===== config.mk =====
export PLATFORM = sky130hd
export DESIGN_NAME = student_register
export DESIGN_NICKNAME = d
export VERILOG_FILES = /design/src/rtl/hack_pkg.sv /design/src/rtl/register_bit.sv /design/src/rtl/student_register.sv
export SDC_FILE = /design/constraint.sdc
export NUM_CORES = 1
export LEC_CHECK = 0
export CELL_PAD_IN_SITES_DETAIL_PLACEMENT = 0
export CELL_PAD_IN_SITES_GLOBAL_PLACEMENT = 1
export CORE_ASPECT_RATIO = 1.2
export CORE_MARGIN = 5
export CORE_UTILIZATION = 31
export DETAILED_ROUTE_END_ITERATION = 16
export GPL_ROUTABILITY_DRIVEN = 1
export PLACE_DENSITY_LB_ADDON = 0.1
export SYNTH_ARGS = -nofsm -noshare
export SYNTH_HDL_FRONTEND = slang
export SYNTH_HIERARCHICAL = 1
export SYNTH_SLANG_ARGS = --single-unit

===== constraint.sdc =====
create_clock -name clk -period 2.2 [get_ports clk]
set_input_delay 0.22 -clock clk [delete_from_list [all_inputs] [get_ports clk]]
set_output_delay 0.22 -clock clk [all_outputs]
set_load 0.02 [all_outputs]

===== src/rtl/hack_pkg.sv =====
// Shared word-size definitions for the Hack-style datapath.
package hack_pkg;
  localparam int WORD_W = 16;
  typedef logic [WORD_W-1:0] word_t;
endpackage


===== src/rtl/register_bit.sv =====
// One stored bit: a flop with async active-low clear and a load/hold feedback mux.
module register_bit (
  input  logic clk,
  input  logic rst_n,
  input  logic in,
  input  logic load,
  output logic out
);

  // Capture in when load is high, otherwise recirculate the stored bit.
  always_ff @(posedge clk or negedge rst_n) begin
    if (!rst_n) out <= 1'b0;
    else        out <= load ? in : out;
  end

endmodule


===== src/rtl/student_register.sv =====
// WIDTH-bit load-enabled word register built from one register_bit per bit.
// out comes straight from the flops; in/load never reach out combinationally.
module student_register
  import hack_pkg::*;
#(
  parameter int WIDTH = WORD_W
) (
  input  logic             clk,
  input  logic             rst_n,
  input  logic [WIDTH-1:0] in,
  input  logic             load,
  output logic [WIDTH-1:0] out
);

  // A zero-width register has no meaning; stop elaboration early.
  generate
    if (WIDTH < 1) begin : g_bad_width
      $error("student_register: WIDTH must be >= 1");
    end
  endgenerate

  // All bits share clk, rst_n and load; bit i of in feeds bit i of out.
  genvar i;
  generate
    for (i = 0; i < WIDTH; i++) begin : g_bit
      register_bit u_bit (
        .clk  (clk),
        .rst_n(rst_n),
        .in   (in[i]),
        .load (load),
        .out  (out[i])
      );
    end
  endgenerate

  // An unknown load would make the stored word unpredictable.
  a_load_known: assert property (@(posedge clk) disable iff (!rst_n) !$isunknown(load))
    else $error("student_register: load is X/Z while out of reset");

endmodule


**Placed cells, one color a class**

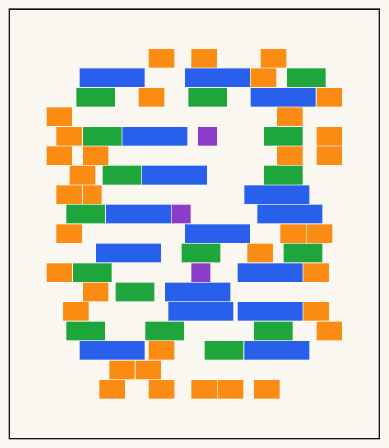
[blue] registers | cells: 16 | share of their area: 40%
[purple] clock-net drivers | cells: 3 | share of their area: 2.2%
[green] remaining logic cells | cells: 16 | share of their area: 24%
[orange] remaining buffers and delay cells | cells: 35 | share of their area: 34%

**Signal wires on met2**

Bar = 20 um.
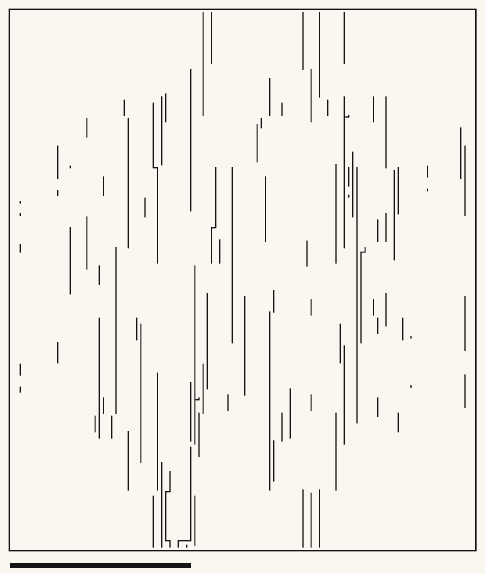
longest straight run: 28.2 um
nets with wire on the layer: 79
main direction: vertical
wire length on this layer: 593 um

**Placement density heat map**

10 x 12 tiles, from white (low) to dark blue (high), 0 to 100% covered.
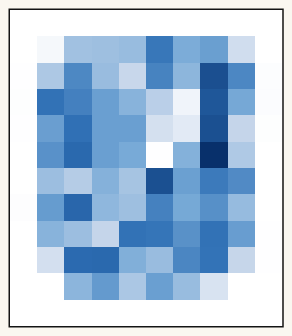
mean over tiles: 33%
fullest tile: 100%
tiles over 75% full: 7.5%
densest ninth of the die: middle

**Placement view**

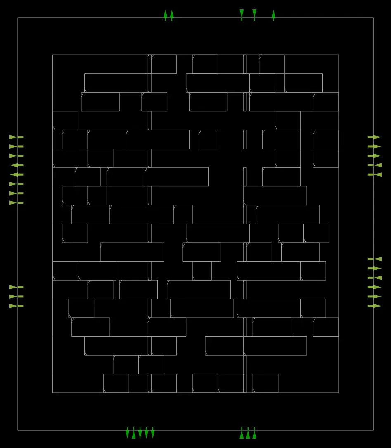
Core Area: 2030 um^2
filler cell count: 192
# Taps: 20

**M3 wires**

Bar = 20 um.
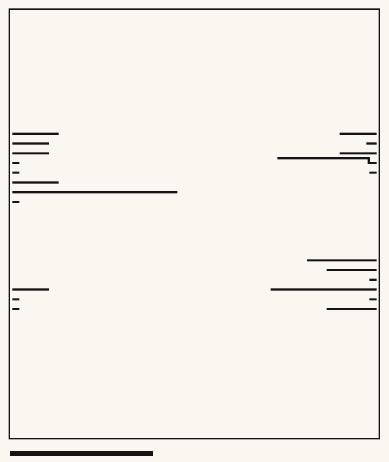
main direction: horizontal
nets with wire on the layer: 22
wire length on this layer: 118 um

==> impl_metrics.tcl <==
# place-and-route summary
set metrics [dict create \
    netlist_top_cells_count "dfrtp_1, mux2_4" \
    yosys_warnings 6 \
    dpl.hpwl_um 934 \
    area_leaders "dfrtp_1, mux2_4" \
    drc_errors 0 \
    path_depth 1 \
    nets 91 \
    grt_pass1_wl_um 2150 \
    finalCriticalPeriod_ns 1.48 \
    startpoint "g_bit[14].u_bit/out$_DFFE_PN0P_" \
    r2r_setup_slack_ns 1.43 \
    worstSetupPathType "flop to output port" \
    status "complete, no violations" \
    power.density_nw_per_um2 658 \
    clk_pin_slew_ns 0.09 \
    rsz0062_at_grt "no" \
    clk_path_buf_depth 2 \
    slew_violations 0 \
    synth_area_per_cell_um2 20.0 \
    ys_cells 32 \
    die_x_um 51.5 \
    drtIter0Drc 1 \
    crit_arrival_ns 1.26 \
    cp_slowest_cell "clkdlybuf4s50_1" \
    io_pins 35 \
    ys_ff 16 \
    rows 18 \
    dp.cells 87 \
    track_usage 0.0938 \
    max_freq_ghz 0.678 \
    grt_max_degree 17 \
    gp_congestion 0.639 \
    routedWlPerCell_um 14.3 \
    final.setup_skew_ns 0 \
    fin_tns_setup_ns 0 \
    antenna_left 0 \
    yosys.stat.seqShare 0.625 \
    synthArstFlopShare 1.00 \
    top_area_cell "dfrtp_1" \
    timing.rr.start "g_bit[8].u_bit/out$_DFFE_PN0P_" \
    cts_tree "built" \
    diodes 0 \
    power_w 0.000682 \
    final-instance-count-excl-fill 90 \
    peakVddDrop_mv 0.268 \
    syn-num-nets 51 \
    clkSinkCount 16 \
    slowest_delay_ns 0.61 \
    die-area_um2 3080 \
    syn_to_final_growth_pct 61.7 \
    path_max_fanout 2 \
    numPortBuffers 34 \
    r2r_end "g_bit[8].u_bit/out$_DFFE_PN0P_" \
    ys_chip_area_um2 641 \
    start_kind "flop" \
    top_regs "g_bit.u_bit/out x16" \
    leakage_nw 0.470 \
    worst-path-buf-inv 1 \
    crit_chain "clkdlybuf4s50_1" \
    slew_headroom 0.525 \
    syn_inst 32 \
    dr.pass1.iters 2 \
    synthDistinctLibCells 2 \
    ff2ff_path_depth 1 \
    drt_wl_total_um 1280 \
    edf_count 0 \
    viasPerCell 4.50 \
    htreeDepth 1 \
    fp_util 0.316 \
    cp_top_family "buffers and inverters" \
    fin_area_um2 1040 \
    numCtsBuffers 3 \
    largest_reg_flops 16 \
    required_ns 1.98 \
    num_vias 405 \
    maxCapViolCount 0 \
]
[per-stage QoR]
step / worst slack (ns) / hold WS [ns]
4_1_cts: 0.700 / 0.384
6_report: 0.725 / 0.362
5_1_grt: 0.663 / 0.419
3_3_place_gp: 0.779 / 0.496
2_1_floorplan: 1.37 / -0.0756
3_5_place_dp: 0.770 / 0.490
[where the power goes]
| group | switching (W) | leakage (nW) | internal, W |
|---|---|---|---|
| Combinational | 0.0000733 | 0.269 | 0.000121 |
| Sequential | 0.0000165 | 0.187 | 0.000323 |
| Clock | 0.0000843 | 0.0138 | 0.0000633 |
[cell families after synthesis]
family,count (synthesis),share of synthesized area
muxes,16,0.375
DFF,16,0.625
[cells in the final DEF, fill, tap and decap left out]
| cell type | n |
|---|---|
| mux2_4 | 16 |
| dfrtp_1 | 16 |
| clkdlybuf4s50_1 | 34 |
| clkbuf_4 | 3 |
| buf_4 | 1 |
[routing by layer]
layer | global-route usage | wire (um) | part of all wire
met5 | 0 | 0 | 0
met4 | 0.0337 | 0 | 0
met3 | 0.0274 | 117 | 0.091
met2 | 0.155 | 592 | 0.46
met1 | 0.116 | 573 | 0.45
[layout make-up]
type                            instances  area [um^2]
Multi-Input combinational cell         16          240
Timing Repair Buffer                   35          348
Sequential cell                        16          400
Tap cell                               20         25.0
Clock buffer                            3         22.5
Fill cell                             192          991
[worst min-delay path by stage]
stage	startpoint	endpoint	slack, ns
floorplan	rst_n	g_bit[0].u_bit/out$_DFFE_PN0P_	-0.08
global placement	g_bit[6].u_bit/out$_DFFE_PN0P_	g_bit[6].u_bit/out$_DFFE_PN0P_	0.50
detailed placement	g_bit[1].u_bit/out$_DFFE_PN0P_	g_bit[1].u_bit/out$_DFFE_PN0P_	0.49
CTS	rst_n	g_bit[5].u_bit/out$_DFFE_PN0P_	0.38
global route	rst_n	g_bit[5].u_bit/out$_DFFE_PN0P_	0.42
finish	rst_n	g_bit[7].u_bit/out$_DFFE_PN0P_	0.36
No activity file was given, so power comes from the tool's default toggle rates.
